==> images/class_map.png <==
Fill, decap, tap and diode cells in gray.
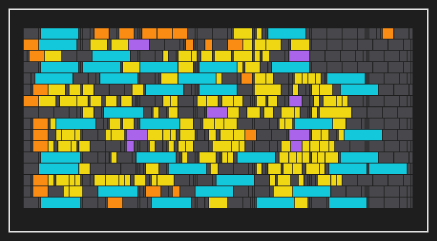
==> images/port_trees.png <==
Scale bar: 20 µm.
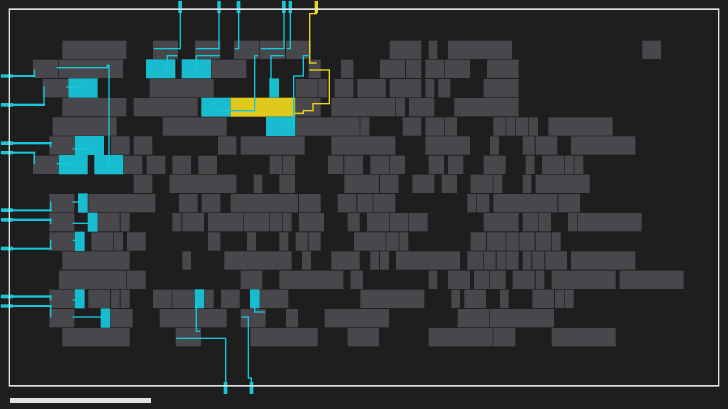
==> images/sizing.png <==
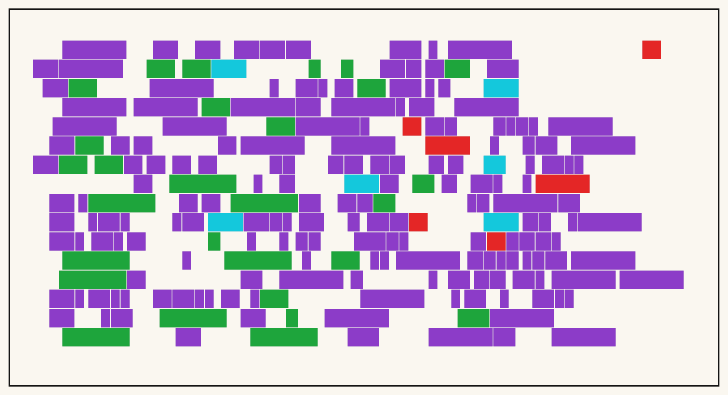
<file path="src/rtl/cmd_sndr.sv">
// Host-side 16-bit command transmitter: sends a captured word as two back-to-back
// 8N1 UART frames on TX, high byte first.
module cmd_sndr #(
    parameter int unsigned BAUD_CNT = 2604
) (
    input  logic        clk,
    input  logic        rst_n,
    input  logic        snd_cmd,
    input  logic [15:0] cmd,
    output logic        TX,
    output logic        cmd_snt,
    output logic        tx_busy
);

    typedef enum logic [1:0] {IDLE, SEND_HI, SEND_LO} state_t;

    localparam logic [11:0] BaudLast = 12'(BAUD_CNT - 1);

    state_t      state;
    logic [11:0] baud_cnt;
    logic [3:0]  bit_cnt;
    logic [9:0]  shifter;
    logic [7:0]  lo_byte;

    // TX always mirrors shifter[0]; it is registered separately so the line is
    // glitch-free and forced high by reset.
    always_ff @(posedge clk or negedge rst_n) begin
        if (!rst_n) begin
            state    <= IDLE;
            baud_cnt <= '0;
            bit_cnt  <= '0;
            shifter  <= '1;
            lo_byte  <= '0;
            TX       <= 1'b1;
            cmd_snt  <= 1'b0;
            tx_busy  <= 1'b0;
        end else begin
            unique case (state)
                IDLE: begin
                    if (snd_cmd) begin
                        shifter  <= {1'b1, cmd[15:8], 1'b0};
                        lo_byte  <= cmd[7:0];
                        baud_cnt <= '0;
                        bit_cnt  <= '0;
                        TX       <= 1'b0;
                        cmd_snt  <= 1'b0;
                        tx_busy  <= 1'b1;
                        state    <= SEND_HI;
                    end
                end
                SEND_HI, SEND_LO: begin
                    if (baud_cnt == BaudLast) begin
                        baud_cnt <= '0;
                        if (bit_cnt == 4'd9) begin
                            bit_cnt <= '0;
                            if (state == SEND_HI) begin
                                // Start bit of the low byte follows the stop bit with no gap.
                                shifter <= {1'b1, lo_byte, 1'b0};
                                TX      <= 1'b0;
                                state   <= SEND_LO;
                            end else begin
                                TX      <= 1'b1;
                                cmd_snt <= 1'b1;
                                tx_busy <= 1'b0;
                                state   <= IDLE;
                            end
                        end else begin
                            bit_cnt <= bit_cnt + 4'd1;
                            shifter <= {1'b1, shifter[9:1]};
                            TX      <= shifter[1];
                        end
                    end else begin
                        baud_cnt <= baud_cnt + 12'd1;
                    end
                end
                default: state <= IDLE;
            endcase
        end
    end

endmodule

</file>
<file path="config.mk">
export PLATFORM = sky130hd
export DESIGN_NAME = cmd_sndr
export DESIGN_NICKNAME = d
export VERILOG_FILES = /design/src/rtl/cmd_sndr.sv
export SDC_FILE = /design/constraint.sdc
export NUM_CORES = 1
export LEC_CHECK = 0
export ABC_AREA = 0
export CORE_ASPECT_RATIO = 0.5
export CORE_MARGIN = 3
export CORE_UTILIZATION = 45
export CTS_CLUSTER_DIAMETER = 80
export DETAILED_ROUTE_END_ITERATION = 6
export HOLD_SLACK_MARGIN = 0.03
export PLACE_DENSITY = 0.66
export SLEW_MARGIN = 40
export SYNTH_ARGS = -nofsm -noshare
export SYNTH_HDL_FRONTEND = slang
export SYNTH_SLANG_ARGS = --single-unit
export TNS_END_PERCENT = 5
</file>
<file path="constraint.sdc">
create_clock -name clk -period 4.85 [get_ports clk]
set_clock_uncertainty 0.15 [all_clocks]
set_input_delay 1.2125 -clock clk [delete_from_list [all_inputs] [get_ports clk]]
set_output_delay 1.2125 -clock clk [all_outputs]
set_load 0.1 [all_outputs]
</file>
==> run_results.csv <==
group,metric,value,unit
layout,buf_share,8.98,%
hold_path,hold_class,"flip-flop to flip-flop",
critical_path,path_cells,"clkdlybuf4s50_1 > mux2i_1 > buf_4 > a21oi_2 > buf_4 > mux2_2",
floorplanning,n_tap_cell,54,
placement,dp_cells,263,
final_timing,max_freq,332,MHz
yosys,top_logic_kind,"simple AND/OR/NAND/NOR gates",
power_and_ir_drop,power_leakage,0.000918,µW
global_route,overflow,0,
final_timing,worst_pin_slew,0.714,ns
layout,mostFrequentLayoutCells,"28 x dfrtp_1, 20 x nor2_1, 17 x nand2_1, 17 x clkdlybuf4s50_1",
layout,largest_register_ffs,12,
global_route,grt_max_degree,38,
final_timing,fin_tns_setup,0,ns
final_timing,fin_crit_sh,62.1,%
hold_path,whs_endpoint,"lo_byte[0]",
critical_path,cpPeakStageDelay,0.50,ns
yosys,async_reset_ff_share,100,%
layout,inverters,10,
final_timing,relSlewSlack,52.4,%
routing,vias,1507,
clock_tree,clock_path_buffers,2,
layout,regMostFlops,"baud_cnt",
clock_tree,ctsRootBufferMaster,"clkbuf_8",
placement,dp_slack,1.24,ns
placement,dp_hpwl,2730,µm
yosys,top_area_share,34.9,%
layout,mi_logic_area,973,µm²
layout,dominant_cells,"combinational gates",
hold_path,min_from,"lo_byte[0]",
critical_path,start_kind,"primary input",
yosys,ys_sh_mux,7.17,%
critical_path,path_common_cell,"buf_4",
power_and_ir_drop,total_power,1320,µW
yosys,postSynthCellCount,199,
yosys,simple_gate_area_share,22.1,%
floorplanning,floorplan.core_util,49.2,%
yosys,ys_sh_aoi,11.6,%
yosys,yosys_warnings,0,
final_timing,finalSetupViolCount,0,
critical_path,arrival,3.05,ns
clock_tree,numCtsBuffers,5,
clock_tree,cts_tree,"done",
layout,nets,240,
routing,drc,0,
yosys,ys_seq_share,46.7,%
yosys,ys_area,0.00201,mm²
routing,dr.pass1.iters,4,
global_route,grt_usage,16.7,%
hold_path,whs_path_depth,1,
critical_path,crit_type,"primary input to flip-flop",
floorplanning,die_width,100,µm
layout,nFillCells,365,
floorplanning,dieArea,0.00535,mm²
final_timing,slew_viol_final,0,
layout,nMultiInputCombCells,139,
critical_path,critPathCapture,"bit_cnt[1]",
yosys,ys_cells,199,
critical_path,critPathMaxFanout,20,
floorplanning,die_y,53.2,µm
final_timing,post-route-min-period,3.01,ns
routing,detail-route-antenna-nets,0,
layout,top_regs,"baud_cnt (12), lo_byte (8), shifter (8)",
global_route,grt_pass1_vias,1449,
placement,place.gp.congestion,0.843,
layout,seqCellArea,937,µm²
yosys,synth_cell_type_count,40,
yosys,synth-xor-area-share,4.36,%
routing,top_layer_used,"met4",
routing,initialDrtViolationCount,52,
layout,instances_no_fill,271,
power_and_ir_drop,ir_worst_vdd,0.000233,V
yosys,synthTopCellsByCount,"28 x dfrtp_1, 20 x nor2_1, 17 x nand2_1",
routing,wirelength_met1,1890,µm
layout,layout-drive-gt1-share,18.4,%
critical_path,reg2reg_slack,2.01,ns
critical_path,reg2reg_depth,7,
routing,routed_via_density,5.56,
critical_path,slowest_stage,"clkdlybuf4s50_1",
layout,comb_share,42.1,%
yosys,edf_count,0,
yosys,ys_seq_elements,37,
routing,met3WireLength,161,µm
global_route,grt_use_met2,27.9,%
yosys,ff_type,"dfrtp_1",
global_route,antenna_found_initial,0,
yosys,yosys-top-cells-area,"dfrtp_1 35%, dfstp_2 12%, mux2_2 6.2%, o211ai_1 4.1%, xnor2_1 3.9%",
critical_path,r2r_end,"bit_cnt[1]",
critical_path,startpoint,"snd_cmd",
status,status,"finished, final reports clean",
## Picture notes: class_map.png
class	color	cells	share of their area
sequential cells	cyan	37	42%
remaining buffers and delay cells	orange	23	9.2%
remaining logic cells	yellow	149	45%
clock drivers and dummy loads	purple	8	4.0%
Core Box Area: 0.00408 mm²
flop share of the area: 40.5%
Final Cell Area: 0.00231 mm²
row count: 16
final core utilization: 56.6%

## Picture notes: port_trees.png
port	color	bits	direction	end cells	buffers	wire
`cmd_snt`	yellow	1	output	1	1	23.0 µm
`cmd`	cyan	16	input	16	16	201 µm
# IOs: 22
PortBufs: 21

## Picture notes: sizing.png
size	color	cells	share	most used
x6 and larger	cyan	6	2.8%	clkbuf_8
x1 and smaller	purple	177	82%	dfrtp_1
x3 and x4	red	6	2.8%	buf_4
x2	green	28	13%	mux2_2
area grow syn2layout: 15.2%
setup ws final: 1.84 ns
Non-clk bufs: 23

-- metrics by stage --
stage / cell area [µm²] / hold WS [ns]
final: 2310 / 0.354
after global routing: 2310 / 0.378
after CTS: 2310 / 0.356
after detailed placement: 2220 / 0.337
after global placement: 2230 / 0.334
after floorplan: 2010 / 0.320
-- kinds of logic (layout without fill, tap and decap cells) --
kind of cell,after synthesis,after routing
DFF,37,37
muxes,13,13
AOI/OAI and AO/OA,31,31
and+or+nand+nor,80,80
adders and majority gates,5,5
buffers and inverters,23,41
xor gates and xnor gates,10,10
-- power breakdown --
group	switching, µW	internal (µW)
combinational	358	238
clock	119	102
sequential	65.1	441
total	543	781
-- critical path, delay by kind of cell --
kind / cells / cell delay, ns
buf+inv: 3 / 1.01
mux: 2 / 0.42
compound gates: 1 / 0.39
Power is estimated from default activity; no workload was simulated.
